$ cat config.mk
export PLATFORM = sky130hd
export DESIGN_NAME = riscv_irq_ctrl
export DESIGN_NICKNAME = d
export VERILOG_FILES = /design/src/rtl/riscv_irq_pkg.sv /design/src/rtl/irq_prio_enc.sv /design/src/rtl/riscv_irq_ctrl.sv
export SDC_FILE = /design/constraint.sdc
export NUM_CORES = 1
export LEC_CHECK = 0
export CORE_UTILIZATION = 42
export CTS_CLUSTER_SIZE = 16
export DETAILED_ROUTE_END_ITERATION = 12
export PLACE_DENSITY = 0.76
export SLEW_MARGIN = 25
export SYNTH_ARGS = -nofsm -noshare
export SYNTH_HDL_FRONTEND = slang
export SYNTH_SLANG_ARGS = --single-unit
$ cat constraint.sdc
create_clock -name clk -period 1.7 [get_ports clk]
set_clock_uncertainty 0.05 [all_clocks]
set_input_delay 0.17 -clock clk [delete_from_list [all_inputs] [get_ports clk]]
set_output_delay 0.17 -clock clk [all_outputs]
set_load 0.01 [all_outputs]
$ cat src/rtl/riscv_irq_pkg.sv
// Shared definitions for the interrupt controller: FSM encoding, default source count, width helper.
// Latency: n/a (types and constants only).
// Backpressure: n/a.
package riscv_irq_pkg;

    localparam int DEFAULT_NUM_SRC = 4;

    // One request in flight: waiting in IDLE, offered to the core, or handler running.
    typedef enum logic [1:0] {
        S_IDLE       = 2'd0,
        S_REQUEST    = 2'd1,
        S_IN_SERVICE = 2'd2
    } irq_state_e;

    // Bits needed to index n items; never less than 1 so a 2-source build still has an id bit.
    function automatic int clog2(input int n);
        int bits;
        bits = 1;
        while ((1 << bits) < n) begin
            bits = bits + 1;
        end
        return bits;
    endfunction

endpackage : riscv_irq_pkg

$ cat src/rtl/irq_prio_enc.sv
// Fixed-priority encoder: reports whether any request bit is set and the lowest set index.
// Latency: combinational, zero cycles.
// Backpressure: none; pure function of req_i.
// Ports:
//   req_i  in   NUM_SRC  request vector, bit 0 = highest priority
//   vld_o  out  1        at least one bit of req_i set
//   id_o   out  ID_W     lowest set index (0 when vld_o is low)
module irq_prio_enc
    import riscv_irq_pkg::*;
#(
    parameter  int NUM_SRC = DEFAULT_NUM_SRC,
    localparam int ID_W    = clog2(NUM_SRC)
) (
    input  logic [NUM_SRC-1:0] req_i,
    output logic               vld_o,
    output logic [ID_W-1:0]    id_o
);

    // Scan from the top down so the lowest set index is the last one written.
    always_comb begin
        vld_o = 1'b0;
        id_o  = '0;
        for (int i = NUM_SRC - 1; i >= 0; i--) begin
            if (req_i[i]) begin
                vld_o = 1'b1;
                id_o  = ID_W'(i);
            end
        end
    end

endmodule : irq_prio_enc

$ cat src/rtl/riscv_irq_ctrl.sv
// Interrupt controller: latches source rising edges, masks and prioritises them, drives the core's interrupt line.
// Latency: source edge to interupt high is 2 cycles; mret to next request is 2 cycles.
// Backpressure: one request in flight; further edges wait in pending until the core returns with irq_done.
// Ports:
//   clk, reset            clock and synchronous active-high reset
//   irq_src               peripheral request lines, rising edge = request
//   mask_we, mask_wdata   mask register write port (1 = source enabled)
//   mask_o, pending_o     current mask and pending registers
//   interupt, irq_id      registered request to the core and the id being requested/serviced
//   irq_ack, irq_done     trap-taken and mret pulses from the core
//   in_service            handler running
module riscv_irq_ctrl
    import riscv_irq_pkg::*;
#(
    parameter  int NUM_SRC = DEFAULT_NUM_SRC,
    localparam int ID_W    = clog2(NUM_SRC)
) (
    input  logic               clk,
    input  logic               reset,
    input  logic [NUM_SRC-1:0] irq_src,
    input  logic               mask_we,
    input  logic [NUM_SRC-1:0] mask_wdata,
    output logic [NUM_SRC-1:0] mask_o,
    output logic [NUM_SRC-1:0] pending_o,
    output logic               interupt,
    output logic [ID_W-1:0]    irq_id,
    input  logic               irq_ack,
    input  logic               irq_done,
    output logic               in_service
);

    irq_state_e         state_q;
    logic [NUM_SRC-1:0] src_q;
    logic [NUM_SRC-1:0] pending_q, pending_d;
    logic [NUM_SRC-1:0] mask_q, mask_d;
    logic [NUM_SRC-1:0] rise_vec;
    logic [NUM_SRC-1:0] clr_vec;
    logic [ID_W-1:0]    irq_id_q;
    logic               interupt_q;
    logic               in_service_q;
    logic               enc_vld;
    logic [ID_W-1:0]    enc_id;

    // Mask only gates arbitration; pending keeps every edge so a later unmask still sees it.
    irq_prio_enc #(
        .NUM_SRC (NUM_SRC)
    ) u_prio_enc (
        .req_i (pending_q & mask_q),
        .vld_o (enc_vld),
        .id_o  (enc_id)
    );

    always_comb begin
        rise_vec = irq_src & ~src_q;
        clr_vec  = '0;
        if ((state_q == S_REQUEST) && irq_ack) begin
            clr_vec = NUM_SRC'(1) << irq_id_q;
        end
        // A fresh edge on the acknowledged source survives the clear.
        pending_d = rise_vec | (pending_q & ~clr_vec);
        mask_d    = mask_we ? mask_wdata : mask_q;
    end

    always_ff @(posedge clk) begin
        if (reset) begin
            state_q      <= S_IDLE;
            // Load current levels so a source already high as reset drops is not seen as an edge.
            src_q        <= irq_src;
            pending_q    <= '0;
            mask_q       <= '0;
            irq_id_q     <= '0;
            interupt_q   <= 1'b0;
            in_service_q <= 1'b0;
        end else begin
            src_q     <= irq_src;
            pending_q <= pending_d;
            mask_q    <= mask_d;
            case (state_q)
                S_IDLE: begin
                    if (enc_vld) begin
                        state_q    <= S_REQUEST;
                        irq_id_q   <= enc_id;
                        interupt_q <= 1'b1;
                    end
                end
                S_REQUEST: begin
                    // irq_id stays frozen here: a higher-priority arrival waits its turn.
                    if (irq_ack) begin
                        state_q      <= S_IN_SERVICE;
                        interupt_q   <= 1'b0;
                        in_service_q <= 1'b1;
                    end else if (!mask_q[irq_id_q]) begin
                        // Source masked while offered: withdraw, leave it pending.
                        state_q    <= S_IDLE;
                        interupt_q <= 1'b0;
                    end
                end
                S_IN_SERVICE: begin
                    if (irq_done) begin
                        state_q      <= S_IDLE;
                        in_service_q <= 1'b0;
                    end
                end
                default: begin
                    state_q      <= S_IDLE;
                    interupt_q   <= 1'b0;
                    in_service_q <= 1'b0;
                end
            endcase
        end
    end

    assign mask_o     = mask_q;
    assign pending_o  = pending_q;
    assign interupt   = interupt_q;
    assign irq_id     = irq_id_q;
    assign in_service = in_service_q;

endmodule : riscv_irq_ctrl

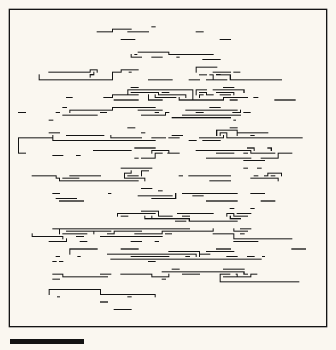
layer_met1.png
Bar = 10 um.
nets with wire on the layer = 91
main direction = horizontal
share of all routed wire = 46%
GRT met1 Usage: 0.2120
Routed WL: 1411 um
DR vias: 598

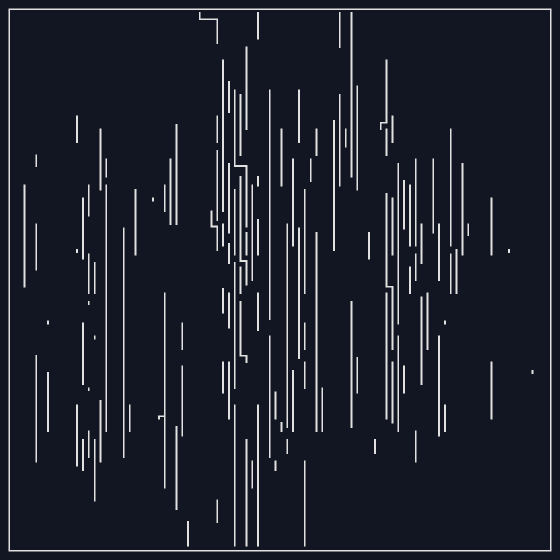
layer_met2.png
longest straight run = 19.4 um
share of all routed wire = 46%
nets with wire on the layer = 92
wire length on this layer = 647 um
main direction = vertical
met2 GRT Util: 0.2892

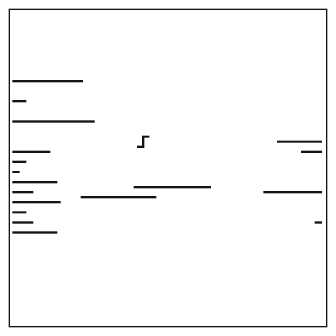
layer_met3.png
main direction = horizontal
longest straight run = 10.8 um
GR Util met3: 0.03448

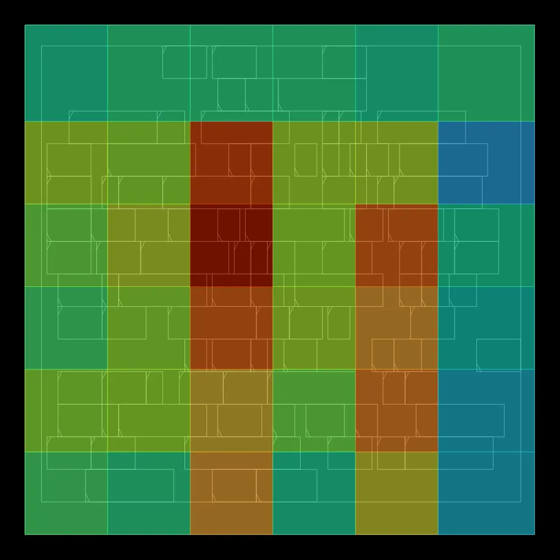
congestion.png
Core Util, Final: 0.6429
routed len/inst: 12.60 um
most used routing layer: met2

final cells by class:
type	instances	share of cell area
sequential	18	0.3678
multi-input combinational	49	0.3257
timing repair buffer	24	0.2452
clock buffer	4	0.03704
tap	16	0.02043
inverter	1	0.003831
power groups by stage:
| stage | Combinational, W | Clock (W) | Sequential, W |
|---|---|---|---|
| 2_1_floorplan | 0.0000531 | 0 | 0.000484 |
| 3_3_place_gp | 0.000130 | 0 | 0.000481 |
| 3_5_place_dp | 0.000131 | 0 | 0.000482 |
| 4_1_cts | 0.000132 | 0.000264 | 0.000472 |
| 5_1_grt | 0.000143 | 0.000284 | 0.000477 |
| 6_report | 0.000131 | 0.000257 | 0.000472 |
sequential cells by signal, indices dropped and copies added, names as in the netlist:
| signal | cells |
|---|---|
| in_service | 1 |
| mask_o | 4 |
| irq_id | 2 |
| src_q | 4 |
| pending_o | 4 |
| interupt | 1 |
| state_q | 2 |
kinds of logic (layout without fill, tap and decap cells):
group                  after synthesis  in the layout
muxes                                5              5
AOI/OAI and AO/OA                   22             22
and+or+nand+nor                     22             22
DFF                                 18             18
buffers and inverters                3             29
per-layer routing:
layer	share of wire	track usage	vias up
met2	0.46	0.2892	20
met3	0.065	0.03448	2
met4	0.011	0.09375	0
met1	0.46	0.2120	275
met5	0	0	-
li1	-	-	301
per-stage QoR:
stage                 util  hold slack [ns]  power [W]  cells  instance area, um2
floorplan                -           0.1477  0.0005367     70               690.7
CTS                 0.6429           0.2890  0.0008683    112               979.7
global route        0.6429           0.2972  0.0009041    112               979.7
global placement    0.6190           0.4074  0.0006107    108               943.4
finish              0.6429           0.2979  0.0008605    112               979.7
detailed placement  0.6190           0.4105  0.0006132    108               943.4
==> results.toml <==
# implementation run metrics
[routing]
drt_pass1_iterations = 4
drtAntennaViolNets = 0
drtIter0Drc = 5
avgViaCountPerCell = 5.339
route.detailed.drc = 0

[layout]
register_area_um2 = 360.3
drive_gt1_frac = 0.09375
mostFrequentLayoutCells = "24 x clkdlybuf4s50_1, 18 x dfxtp_1, 9 x a21oi_1"

[logic_synthesis]
synthAdderAreaFrac = 0
ys.flops = 18
synthTopLogicFamily = "AND-OR/OR-AND gates"
ys.flop_type = "dfxtp_1"
xor_share = 0
top_cells_by_count = "18 x dfxtp_1, 9 x a21oi_1, 6 x nor2_1"
ys_seq_frac = 0.5217
ys_sh_mux = 0.09058
ys_area_um2 = 690.7
synth.distinct_cells = 24
top_cell_area_share = 0.5217
syn_inst = 70
ys_cells = 70

[critical_path]
cpMaxStageDelayCell = "clkdlybuf4s50_1"
path_max_fanout = 7
cp-endpoint = "irq_id[0]"
path_buffers = 1
critPathMaxStageDelay_ns = 0.58
timing.rr.start = "irq_id[0]$_SDFFE_PP0P_"
timing.rr.end = "interupt$_SDFFE_PP0P_"

[hold_path]
holdPathEnd = "src_q[1]$_DFF_P_"
hold_depth = 1

[power]
ir_drop_uv = 451.3
p_leak_nw = 0.3591
pwr-share-clk = 0.299
power_density_nw_per_um2 = 878.4
p_sw_frac = 0.2360

[timing]
fin_crit_sh = 0.9077
slew_headroom = 0.6595
tightest_slew_ns = 0.5092
fin_crit_ns = 1.543

[clock_tree]
clk_path_buf_depth = 2
cts_resized = 0
cts_num_sinks = 18

[place]
gp_congestion = 0.7679
dp_hpwl_um = 1021

[run]
cap_violations = 0
log.warning_count = 26

[run_status]
status = "complete, no violations"

[floorplanning]
ios = 25
No activity file was given, so power comes from the tool's default toggle rates.
